==> run_1/wires.png <==
(4 px per µm) Two of the layers only.
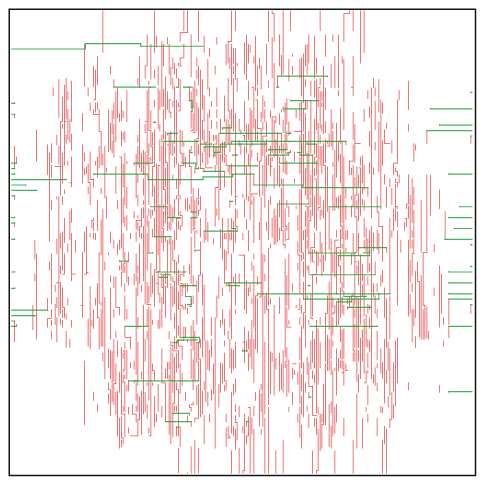
==> run_1/io_fan.png <==
(2 px per µm)
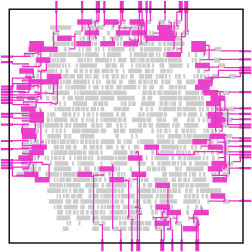
==> run_1/placement.png <==
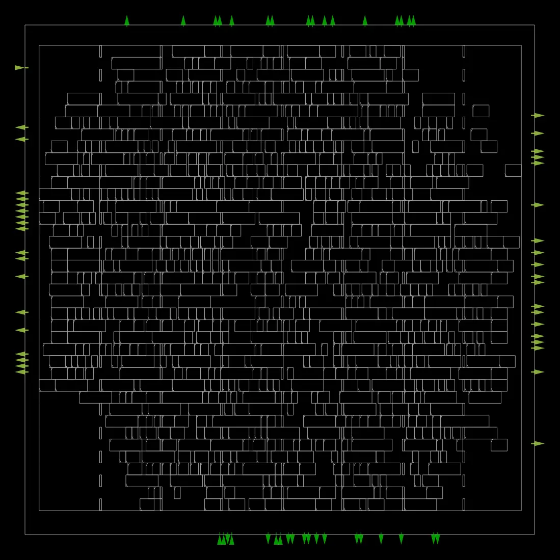
<file path="src/rtl/parallel_send_pkg.sv">
// -----------------------------------------------------------------------------
// parallel_send_pkg
// Shared definitions for the serial-link test pattern generator. The receive
// side checker imports the same package so both ends agree on the burst length
// and data width.
//   DATA_W        : width of one parallel word (64)
//   BURST_LEN_DEF : default number of words per INIT burst
//   CNT_W_DEF     : default width of the remaining-words counter
//   state_t       : transmit FSM states
// -----------------------------------------------------------------------------
package parallel_send_pkg;

  localparam int DATA_W        = 64;
  localparam int BURST_LEN_DEF = 1024;
  localparam int CNT_W_DEF     = 11;

  typedef enum logic [1:0] {
    IDLE   = 2'd0,
    SEND   = 2'd1,
    DONE_S = 2'd2
  } state_t;

endpackage

</file>
<file path="src/rtl/parallel_send_if.sv">
// -----------------------------------------------------------------------------
// parallel_send_if
// Parallel word interface between the pattern generator and the serializer.
//   ALIGNED : serializer link aligned (serializer -> generator)
//   DORDY   : serializer can take a word this cycle (serializer -> generator)
//   DOPUSH  : word strobe, one word per high cycle (generator -> serializer)
//   DOUT    : data word, valid while DOPUSH=1 (generator -> serializer)
// Modports: master = generator side, slave = serializer side.
// -----------------------------------------------------------------------------
interface parallel_send_if;
  import parallel_send_pkg::*;

  logic              ALIGNED;
  logic              DORDY;
  logic              DOPUSH;
  logic [DATA_W-1:0] DOUT;

  modport master (
    input  ALIGNED,
    input  DORDY,
    output DOPUSH,
    output DOUT
  );

  modport slave (
    output ALIGNED,
    output DORDY,
    input  DOPUSH,
    input  DOUT
  );

endinterface

</file>
<file path="src/rtl/parallel_send.sv">
// -----------------------------------------------------------------------------
// parallel_send
// Transmit-side pattern generator for the serial link test. Each INIT request
// pushes a burst of BURST_LEN words carrying a free-running 64-bit count to the
// serializer. The count starts at 0 after RST/CLR and continues across bursts.
//
// Ports:
//   CLK      : clock, rising edge
//   RST      : synchronous active-high reset
//   CLR      : synchronous clear, same effect as RST
//   INIT     : single-cycle burst request (also reloads a running burst)
//   ERR_INJ  : corrupt the next pushed word (only with PARALLEL_SEND_ERR_INJ_EN)
//   BUSY     : burst in progress; high from the cycle after INIT until DONE
//   DONE     : one-cycle pulse in the cycle after the last pushed word
//   ser      : parallel_send_if.master (ALIGNED, DORDY in; DOPUSH, DOUT out)
//
// Optional feature macro: PARALLEL_SEND_ERR_INJ_EN adds the ERR_INJ port and a
// sticky inject flag that flips bit 0 of the next pushed word.
// -----------------------------------------------------------------------------
module parallel_send
  import parallel_send_pkg::*;
#(
  parameter int BURST_LEN = BURST_LEN_DEF,
  parameter int CNT_W     = CNT_W_DEF
) (
  input  logic CLK,
  input  logic RST,
  input  logic CLR,
  input  logic INIT,
`ifdef PARALLEL_SEND_ERR_INJ_EN
  input  logic ERR_INJ,
`endif
  output logic BUSY,
  output logic DONE,
  parallel_send_if.master ser
);

  localparam logic [CNT_W-1:0] BURST_LOAD = CNT_W'(BURST_LEN);

  state_t            state;
  logic [DATA_W-1:0] data_cnt;
  logic [CNT_W-1:0]  remaining;
  logic              push_q;
  logic [DATA_W-1:0] dout_next;

  // A word goes out on every cycle the burst is active and the serializer is
  // both aligned and ready; otherwise everything holds.
  assign push_q = (state == SEND) && ser.ALIGNED && ser.DORDY;

`ifdef PARALLEL_SEND_ERR_INJ_EN
  logic inj_flag;

  // The flag is consumed by the next pushed word. A request arriving in the
  // consuming cycle re-arms it for the following word.
  always_ff @(posedge CLK) begin
    if (RST || CLR) begin
      inj_flag <= 1'b0;
    end else begin
      inj_flag <= ERR_INJ || (inj_flag && !push_q);
    end
  end

  // Only the word on the wire is corrupted; data_cnt advances normally, so the
  // receiver sees exactly one bad word per injection.
  assign dout_next = data_cnt ^ {{(DATA_W-1){1'b0}}, inj_flag};
`else
  assign dout_next = data_cnt;
`endif

  // NOTE: state and registered outputs use non-blocking assignments so every
  // flop samples the pre-edge values regardless of statement order.
  always_ff @(posedge CLK) begin
    if (RST || CLR) begin
      state      <= IDLE;
      data_cnt   <= '0;
      remaining  <= '0;
      ser.DOPUSH <= 1'b0;
      ser.DOUT   <= '0;
      BUSY       <= 1'b0;
      DONE       <= 1'b0;
    end else begin
      ser.DOPUSH <= 1'b0;
      DONE       <= 1'b0;

      case (state)
        IDLE: begin
          if (INIT) begin
            remaining <= BURST_LOAD;
            BUSY      <= 1'b1;
            state     <= SEND;
          end
        end

        SEND: begin
          if (push_q) begin
            ser.DOPUSH <= 1'b1;
            ser.DOUT   <= dout_next;
            data_cnt   <= data_cnt + DATA_W'(1);
            remaining  <= remaining - CNT_W'(1);
            if (remaining == CNT_W'(1)) begin
              state <= DONE_S;
            end
          end
        end

        // BUSY stays high through the cycle that carries the last word and
        // drops together with the DONE pulse.
        DONE_S: begin
          DONE  <= 1'b1;
          BUSY  <= 1'b0;
          state <= IDLE;
        end

        default: state <= IDLE;
      endcase

      // NOTE: a later non-blocking assignment to the same flop in this block
      // wins, so this reload overrides the decrement and state change above
      // while any word pushed this cycle still goes out and counts.
      if (INIT && (state != IDLE)) begin
        remaining <= BURST_LOAD;
        BUSY      <= 1'b1;
        state     <= SEND;
      end
    end
  end

endmodule
</file>
<file path="src/flat_wrapper.sv">
// flat-port wrapper written by rule: the top's interface ports become plain ports
module parallel_send_flat import parallel_send_pkg::*;
#(
  parameter int BURST_LEN = BURST_LEN_DEF,
  parameter int CNT_W     = CNT_W_DEF
)
  (CLK, RST, CLR, INIT, BUSY, DONE, ser_ALIGNED, ser_DORDY, ser_DOPUSH, ser_DOUT);
  parallel_send_if ser_i ();
  input  logic CLK;
  input  logic RST;
  input  logic CLR;
  input  logic INIT;
  output logic BUSY;
  output logic DONE;
  input wire logic [$bits(ser_i.ALIGNED)-1:0] ser_ALIGNED;
  input wire logic [$bits(ser_i.DORDY)-1:0] ser_DORDY;
  output wire logic [$bits(ser_i.DOPUSH)-1:0] ser_DOPUSH;
  output wire logic [$bits(ser_i.DOUT)-1:0] ser_DOUT;
  assign ser_i.ALIGNED = ser_ALIGNED;
  assign ser_i.DORDY = ser_DORDY;
  assign ser_DOPUSH = ser_i.DOPUSH;
  assign ser_DOUT = ser_i.DOUT;
  parallel_send #(.BURST_LEN(BURST_LEN), .CNT_W(CNT_W)) u_core (.CLK(CLK), .RST(RST), .CLR(CLR), .INIT(INIT), .BUSY(BUSY), .DONE(DONE), .ser(ser_i));
endmodule
</file>
<file path="config.mk">
export PLATFORM = sky130hd
export DESIGN_NAME = parallel_send_flat
export DESIGN_NICKNAME = d
export VERILOG_FILES = /design/src/rtl/parallel_send_pkg.sv /design/src/rtl/parallel_send_if.sv /design/src/rtl/parallel_send.sv /design/src/flat_wrapper.sv
export SDC_FILE = /design/constraint.sdc
export NUM_CORES = 1
export LEC_CHECK = 0
export CORE_MARGIN = 3
export CORE_UTILIZATION = 50
export DETAILED_ROUTE_END_ITERATION = 10
export GPL_TIMING_DRIVEN = 0
export HOLD_SLACK_MARGIN = 0.1
export PLACE_DENSITY = 0.78
export SYNTH_ARGS = -nofsm -noshare
export SYNTH_HDL_FRONTEND = slang
export SYNTH_SLANG_ARGS = --single-unit
</file>
<file path="constraint.sdc">
create_clock -name CLK -period 3.49 [get_ports CLK]
set_input_delay 0.8725 -clock CLK [delete_from_list [all_inputs] [get_ports CLK]]
set_output_delay 0.8725 -clock CLK [all_outputs]
set_load 0.02 [all_outputs]
</file>
==> run summary, run 1 <==
The flow completed. The detailed router used layers up to and including met4. Summing the areas of all fa, ha and maj instances in the mapped netlist gives 0.619% of the synthesized area. Across the placement rows, the number of tap cells is 143. Buffers placed on the I/O ports in this run total 72. Fraction of final layout cells sized beyond drive strength 1 landed at 6.70%.

In the setup report, the worst path falls into the class input pin to flop. STA lists the startpoint of the worst register-to-register path as u_core.data_cnt[12]. The die covers approximately 13000 µm².

Per the layout area report, the combinational fraction of cell area is 38.6%. Per the CTS log, the root buffer master is clkbuf_16. After clock tree synthesis, the flow added hold-fix buffers numbering 0. Global routing consumed, over all layers together, 22.9% of the routing resources. For this configuration, the core starts out at a cell density of a little over half. Utilization after layout landed at approximately two thirds. Synthesized net count landed at 756. Final setup skew landed at ~0.010 ns.

CTS buffer count landed at 17. For the worst min-delay path, the startpoint reported by OpenROAD is u_core.ser.DOUT[28]. Total number of nets in the final design landed at about 850. Maximum fanout count along the critical path landed at 10.

The via count of the first global-routing pass came to 5403. Per the detail_route report, routed wire per instance is roughly 15 µm. Entering global routing, the biggest net connects 17 pins. The path class of the tightest hold or removal check is flop to flop.

Setup repair after global routing left no endpoint under its margin. Worst-case reg-to-reg path depth landed at 7. 545 cells are multi-input combinational gates. The worst-case max-slew headroom was logged as approximately 30%. Vias per cell landed at 5.72.

Yosys mapped a number of flops with a built-in enable equal to 0. Placed instance area landed at between 6000 and 7000 µm². Number of failing setup endpoints in the final timing report landed at 0.

Switching power as a fraction of the total was reported as 20.6%. Total of plain and repair buffers excluding clock buffers landed at 121. The first global-routing pass estimated 24.8 mm of wire. In the final design, more cell area goes to logic gates than to any other class. Among all flip-flop cells after synthesis, the most frequent one is dfxtp_1.

Buffer depth of the longest clock path landed at 2. Number of warnings issued by yosys landed at 0. The share of total power dissipated in combinational logic is 2.5%. The flow ran to the end, and the final reports show no timing, DRC or antenna violations.

Share of the yosys chip area belonging to registers landed at 47.5%. The worst setup path is launched from an input pin. 73 I/O pins were placed. After routing the design area is 7590 µm².
-- wires.png (at the start) --
green -> metal 3  # wire length 692 µm
red -> metal 2  # wire length 7290 µm

-- io_fan.png (at the start) --
magenta -> `ser_DOUT`  # bits 64, direction output, end cells 64, buffers 64, wire 1520 µm

-- placement.png (at the start) --
Floorplan Core Area: 11700 µm²
count of fill cells added during filler insertion: 973
FF+latch count: 144
sequential portion of the cell area: 38.0%

run 1: synthesized netlist by cell type (4+ instances only):
master,number,area (µm²)
dfxtp_1,144,2880
inv_1,9,33.8
o21a_1,4,30.0
clkbuf_1,36,135
nand3_1,27,135
and4_1,5,43.8
nor4_1,15,93.8
o21ai_0,17,85.1
nor3_1,14,70.1
nor2_1,55,206
or3_2,5,37.5
xor2_1,16,140
or3_1,20,125
and3_1,5,31.3
nand2_1,160,601
a21oi_1,96,480
xnor2_1,27,236
or4_1,17,128
o31ai_1,11,82.6
or2_2,6,37.5
nand4_1,22,138
run 1: critical path: stages:
cell             delay (ns)
clkdlybuf4s50_1        0.54
and4b_1                0.21
buf_2                  0.15
nand4_1                0.15
buf_6                  0.21
or4_1                  0.53
buf_2                  0.20
or4_1                  0.47
a21oi_1                0.15
==> run_1/sizes.png <==
(4 px per µm)
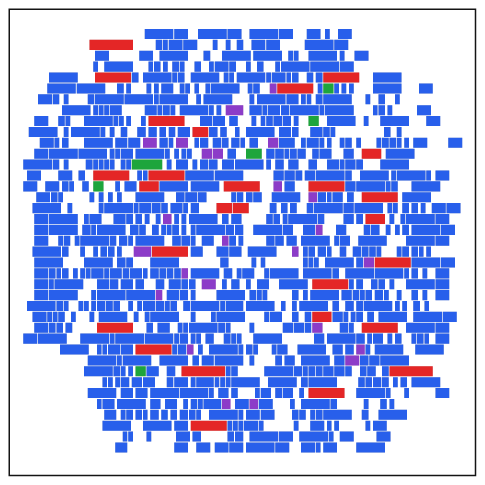

==> run 1 -> run 2 <==
--- a/config.mk
+++ b/config.mk
@@ -6,11 +6,11 @@
 export NUM_CORES = 1
 export LEC_CHECK = 0
 export CORE_MARGIN = 3
-export CORE_UTILIZATION = 50
+export CORE_UTILIZATION = 55
 export DETAILED_ROUTE_END_ITERATION = 10
 export GPL_TIMING_DRIVEN = 0
 export HOLD_SLACK_MARGIN = 0.1
-export PLACE_DENSITY = 0.78
+export PLACE_DENSITY = 0.84
 export SYNTH_ARGS = -nofsm -noshare
 export SYNTH_HDL_FRONTEND = slang
 export SYNTH_SLANG_ARGS = --single-unit
==> run_2/sizes.png <==
(4 px per µm)
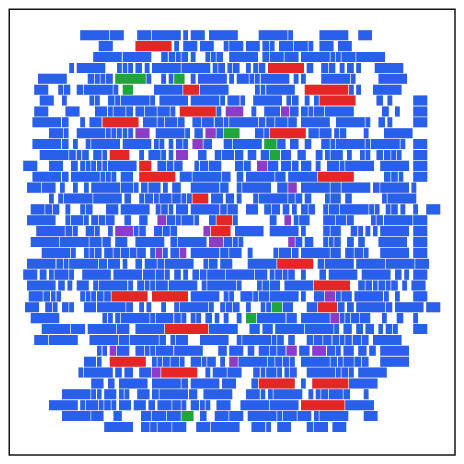
green -> _3 and _4 cells  # cells 9, share 1.1%, most used clkinvlp_4
red -> _6 and larger  # cells 26, share 3.1%, most used clkbuf_16
blue -> _0 and _1 cells  # cells 793, share 93%, most used nand2_1
purple -> _2 cells  # cells 23, share 2.7%, most used or2_2
worst setup slack after layout: 0.377 ns
area grow syn2layout: 24.6%
number of buffers outside the clock class in the layout: 121

==> run 2 against run 1 <==
Net effect:
- sequential share of layout area grew 0.11 points
- flip-flop count is the same
- setup slack gained 0.018 ns
- via count grew 0.63%
- maximum frequency grew 0.57%
- total power shrank 1.2%
- global-route usage grew 2.2 points
- combinational power is essentially flat
- first-iteration DRC count grew 16%
- critical path type unchanged
- critical endpoint unchanged
- largest cell class unchanged
==> run summary, run 2 <==
The flow completed. Data on the critical path is required at its endpoint by 3.95 ns. The final setup skew came to 0.00782 ns (-0.00261 ns). The worst-case reg-to-reg path depth was 7 (unchanged). STA lists the startpoint of the worst hold path as u_core.ser.DOUT[45]. Largest incremental delay on the critical path landed at 0.54 ns (about the same). For this block, the initial DRC count from the detailed router was approximately 410. The fraction of post-synthesis cell area in the top cell type by area came to 47.5% (unchanged). The final instance area is 7560 µm² (-0.30%). For this design, the slowest cell found on the critical path is or4_1. Setup repair after global routing left no endpoint under its margin.

The min-delay analysis places its worst path in the category flop to flop. Following the worst setup path forward leads to its endpoint at u_core.data_cnt[63]. The number of failing setup endpoints in the final timing report is 0 (unchanged). The combinational fraction of the cell area came to 38.7% (+0.11 points). In this design, the largest share of critical-path delay is due to simple AND/OR/NAND/NOR gates. Walking the worst path, the cells encountered are clkdlybuf4s50_1 -> and4b_1 -> buf_2 -> nand4_1 -> buf_6 -> or4_1 -> buf_2 -> or4_1 -> a21oi_1.

Total number of nets in the final design landed at 847 (unchanged). The number of buffers and inverters on the critical path came to 4 (unchanged). The relative slew slack came to 30.2% (+0.25 points).

Relative area of clock buffers and inverters in the final design landed at under 10%. Boundary pin count landed at 73 (unchanged). The main area contributors are dfxtp_1, nand2_1, a21oi_1. By area, the class that comes first in the final layout consists of logic gates. Per the CTS log, the root buffer master is clkbuf_8.

The critical path in this run is classified as input pin to flop. Number of flops mapped to enable cells by yosys landed at 0 (unchanged). Placed instance area landed at 6960 µm² (-0.13%). CTS buffer count landed at 17 (unchanged).

Share of the yosys chip area belonging to registers landed at 47.5% (unchanged). In the post-synthesis netlist, the cell with the most instances is nand2_1. The number of warnings issued by yosys was 0 (unchanged). Core area landed at 10500 µm² (-9.9%). Fraction of final layout cells sized beyond drive strength 1 landed at 6.82% (+0.12 points). Vias per cell landed at 5.79 (+1.3%).

Counting instances, the worst hold path has a depth of 2. Post-synth the commonest register cell is dfxtp_1. Overall power landed at approximately 0.0036 W. The number of buffers inserted for hold repair after clock tree synthesis was 0 (unchanged). For the worst reg-to-reg path, the startpoint reported by OpenROAD is u_core.data_cnt[12]. The largest total area in the synthesized netlist belongs to dfxtp_1. The die is 111 µm wide. The congestion estimate from routability-driven global placement came to 0.920. The utilization after layout came to 72.0% (+6.9 points). The via count of the first global-routing pass is 5559 (+2.9%). Total power per unit cell area landed at 473 nW/µm². The pre-placement core utilization came to 57.7% (+5.7 points).

Overall fraction of global-route tracks in use landed at 25.1% (+2.2 points). Total number of H-tree levels landed at 4. Post-synthesis cell count from yosys landed at 747.

The worst setup path is launched from an input pin. The number of port buffers is 72 (unchanged). Pin count of the biggest net entering global routing landed at 17 (unchanged). The flip-flop and latch count is 144 (unchanged). Number of filler instances in the final layout landed at 801 (-18%). The flow ran to the end, and the final reports show no timing, DRC or antenna violations. The die area is 12300 µm² (-8.6%).

Synthesized net count landed at 756 (unchanged). The worst register-to-register path ends at u_core.data_cnt[48]. The logic depth of the worst setup path including buffers came to 9 (unchanged).

Post-detailed-route wirelength per cell landed at 15.4 µm (+2.4%). The initial antenna violation count came to 0. The buffer depth of the longest clock path was 2 (unchanged). Wire length of the first global-routing pass landed at 25.8 mm (+4.4%). In this run the worst setup path begins at ser_DORDY.

By count the netlist is led by nand2_1, dfxtp_1, a21oi_1. The number of logic gates is 545 (unchanged). The flop share of the area was 38.1% (+0.11 points). Maximum fanout count along the critical path landed at 10 (unchanged).

The inserted tap cell count is 136 (-4.9%).
==> run 2: cell counts after synthesis <==
No cell type changed its count.
==> run 2: layer usage <==
layer | vias to the layer above | share of wire (%) | global-route usage, %
met4 | 0 | 2.7 | 9.57
met3 | 37 | 6.4 | 5.84
met5 | - | 0 | 0
met1 | 2701 | 42 | 30.0
li1 | 2775 | - | -
met2 | 206 | 49 | 44.0
==> run 2: cells by family after synthesis <==
family / count (synthesis) / synth area share [%]
DFF: 144 / 47.5
and+or+nand+nor: 368 / 29.8
AOI/OAI and AO/OA: 131 / 11.6
buffers and inverters: 58 / 4.25
adders and majority gates: 3 / 0.619
xor gates and xnor gates: 43 / 6.21
==> run 2: report_power, final <==
part	internal (W)	switching (W)
registers	0.00165	0.00000513
logic	0.0000286	0.0000624
clock network	0.00113	0.000705
total	0.00281	0.000773
==> run_2/placement.png <==
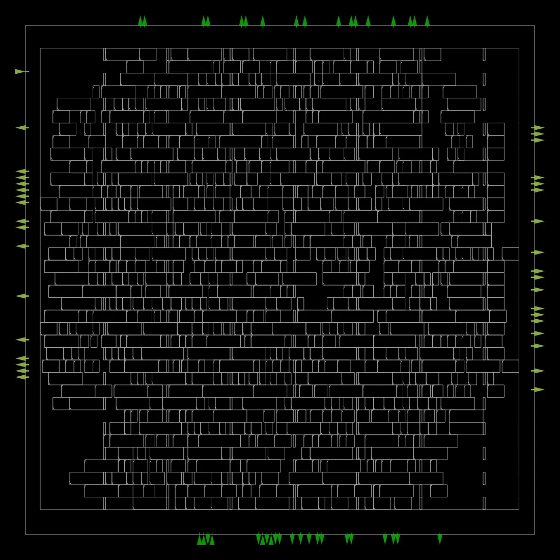

==> run 2 -> run 3 <==
--- a/config.mk
+++ b/config.mk
@@ -5,9 +5,11 @@
 export SDC_FILE = /design/constraint.sdc
 export NUM_CORES = 1
 export LEC_CHECK = 0
+export ABC_AREA = 1
 export CORE_MARGIN = 3
-export CORE_UTILIZATION = 55
+export CORE_UTILIZATION = 56
 export DETAILED_ROUTE_END_ITERATION = 10
+export GPL_ROUTABILITY_DRIVEN = 0
 export GPL_TIMING_DRIVEN = 0
 export HOLD_SLACK_MARGIN = 0.1
 export PLACE_DENSITY = 0.84
==> run_3/placement.png <==
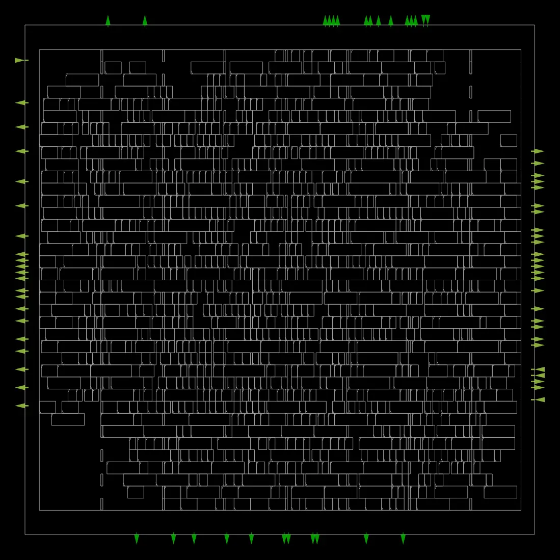
Floorplan Core Area: 11200 µm²
number of standard cells in the layout, taps in and fillers out: 1202

==> run 3 against run 2 <==
Net effect:
- synthesized area up 8.4%
- critical path depth down 3
- maximum frequency up 17%
- sequential power about the same
- setup slack better by 0.45 ns
- clock-buffer cell count up 2
- hold slack better by 0.019 ns
- register-to-register slack better by 0.59 ns
- combinational power up 55%
- largest cell class unchanged
- highest routed layer unchanged
==> run summary, run 3 <==
The flow completed. Fraction of post-synthesis cell area in the top cell type by area landed at 43.8% (-3.7 points). The utilization after layout is 72.1% (+0.12 points). The post-synthesis cell count from yosys came to 958 (+28%). Total power per unit cell area landed at 447 nW/µm² (-5.5%). The launch point of the worst min-delay path is recorded as u_core.remaining[9]. The buffer depth of the longest clock path came to 2 (unchanged). The wire length of the first global-routing pass came to 30.4 mm (+18%). Final setup skew landed at 0.0104 ns (+0.00262 ns).

The maximum fanout count along the critical path came to 10 (unchanged). The vias per cell came to 5.66 (-2.4%). Per STA, the startpoint of the critical path is CLR. The via count of the first global-routing pass came to 6169 (+11%). Post-detailed-route wirelength per cell landed at 15.7 µm (+2.1%).

Final instance area landed at 8060 µm² (+6.5%). The flow ran to the end, and the final reports show no timing, DRC or antenna violations. Setup repair after global routing left no endpoint under its margin. Overall power landed at 0.00360 W (+0.60%). The switching power summed over all nets is 0.000793 W (+2.6%).

The horizontal die dimension came to 114 µm (+3.0%). In this run the worst setup path terminates at u_core.data_cnt[61]. Power of the combinational group landed at 0.000141 W (+55%). Power dissipated in sequential cells landed at 0.00167 W (about the same). The total number of H-tree levels is 4 (unchanged). Required time reported for the critical path endpoint landed at 3.84 ns (-0.11 ns).

Pin count of the biggest net entering global routing landed at 17 (unchanged). STA lists the startpoint of the worst register-to-register path as u_core.data_cnt[0]. The path class of the tightest hold or removal check is flop to flop. The net switching fraction of the power came to 22.0% (+0.44 points). Ranked by power, first place goes to the clock network. Share of the yosys chip area belonging to registers landed at 43.8% (-3.7 points). Synthesized net count landed at 967 (+28%). In the post-synthesis netlist, the biggest area contributors are dfxtp_1, nor2_1, nand2_1.

The synthesis stats list as the most numerous cell nor2_1. Boundary pin count landed at 73 (unchanged). CTS buffer count landed at 17 (unchanged). The worst-case setup margin in the final layout is 0.830 ns (+0.453 ns).

The violation count after the first detailed-route iteration is 998 (+150%). Number of flops mapped to enable cells by yosys landed at 0 (unchanged). The initial antenna violation count was 0 (unchanged). For the worst reg-to-reg path, the endpoint reported by OpenROAD is u_core.data_cnt[52]. The clock network power share is 49.8% (-1.4 points).

The design internal power came to 0.00281 W (about the same). STA classifies the critical path startpoint as an input pin. Number of failing setup endpoints in the final timing report landed at 0 (unchanged). The number of port buffers was 72 (unchanged). Adder-cell share of the synthesized area landed at 0.571% (-0.048 points).
[run 3: worst max-delay path, cell delays in order]
cell and delay [ns]:
clkdlybuf4s50_1 0.41, nor2_2 0.37, clkbuf_1 0.63, buf_1 0.47, nand2_1 0.13, nor2_1 0.11
[run 3: cell type report]
type,count,area (µm²),share of cell area [%]
buffer,28,118,1.46
clock buffer,22,474,5.89
clock inverter,10,110,1.37
inverter,89,334,4.15
multi-input combinational,697,3240,40.2
sequential,144,2880,35.8
tap,140,175,2.17
timing repair buffer,72,721,8.95
[run 3: per-layer routing]
layer | track usage [%] | vias to the layer above | wire, µm
met5 | 0 | - | 0
met4 | 9.42 | 0 | 569
met3 | 7.24 | 54 | 2160
met2 | 45.4 | 393 | 8250
met1 | 41.1 | 3086 | 7940
li1 | - | 3265 | -

## Gallery

I/O pins on the die edge.
(4 px per µm) Pins as bars across the die edge, other pins in gray.
shot_01.png
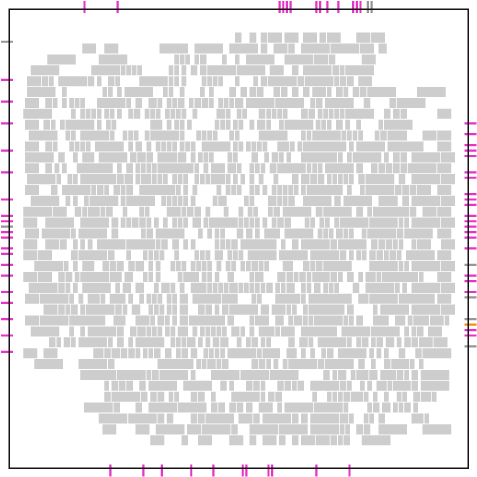
shot_02.png
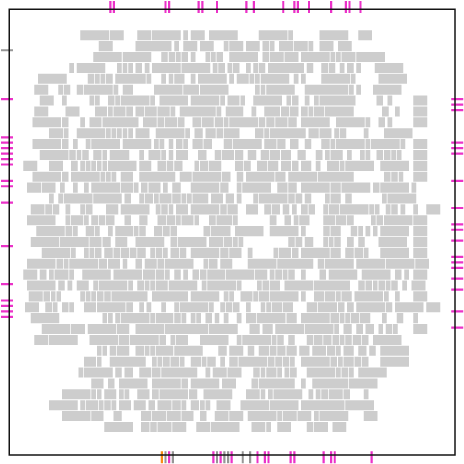
- shot_01.png = run 3
- shot_02.png = run 2

Key to shot_02.png:
magenta -> `ser_DOUT`  # pins 64, direction output, edge 18 right, 17 top, 16 left, 13 bottom
orange -> `ser_DORDY`  # pins 1, direction input, edge bottom

Power figures rest on the tool's default switching activity, not on a simulated workload.
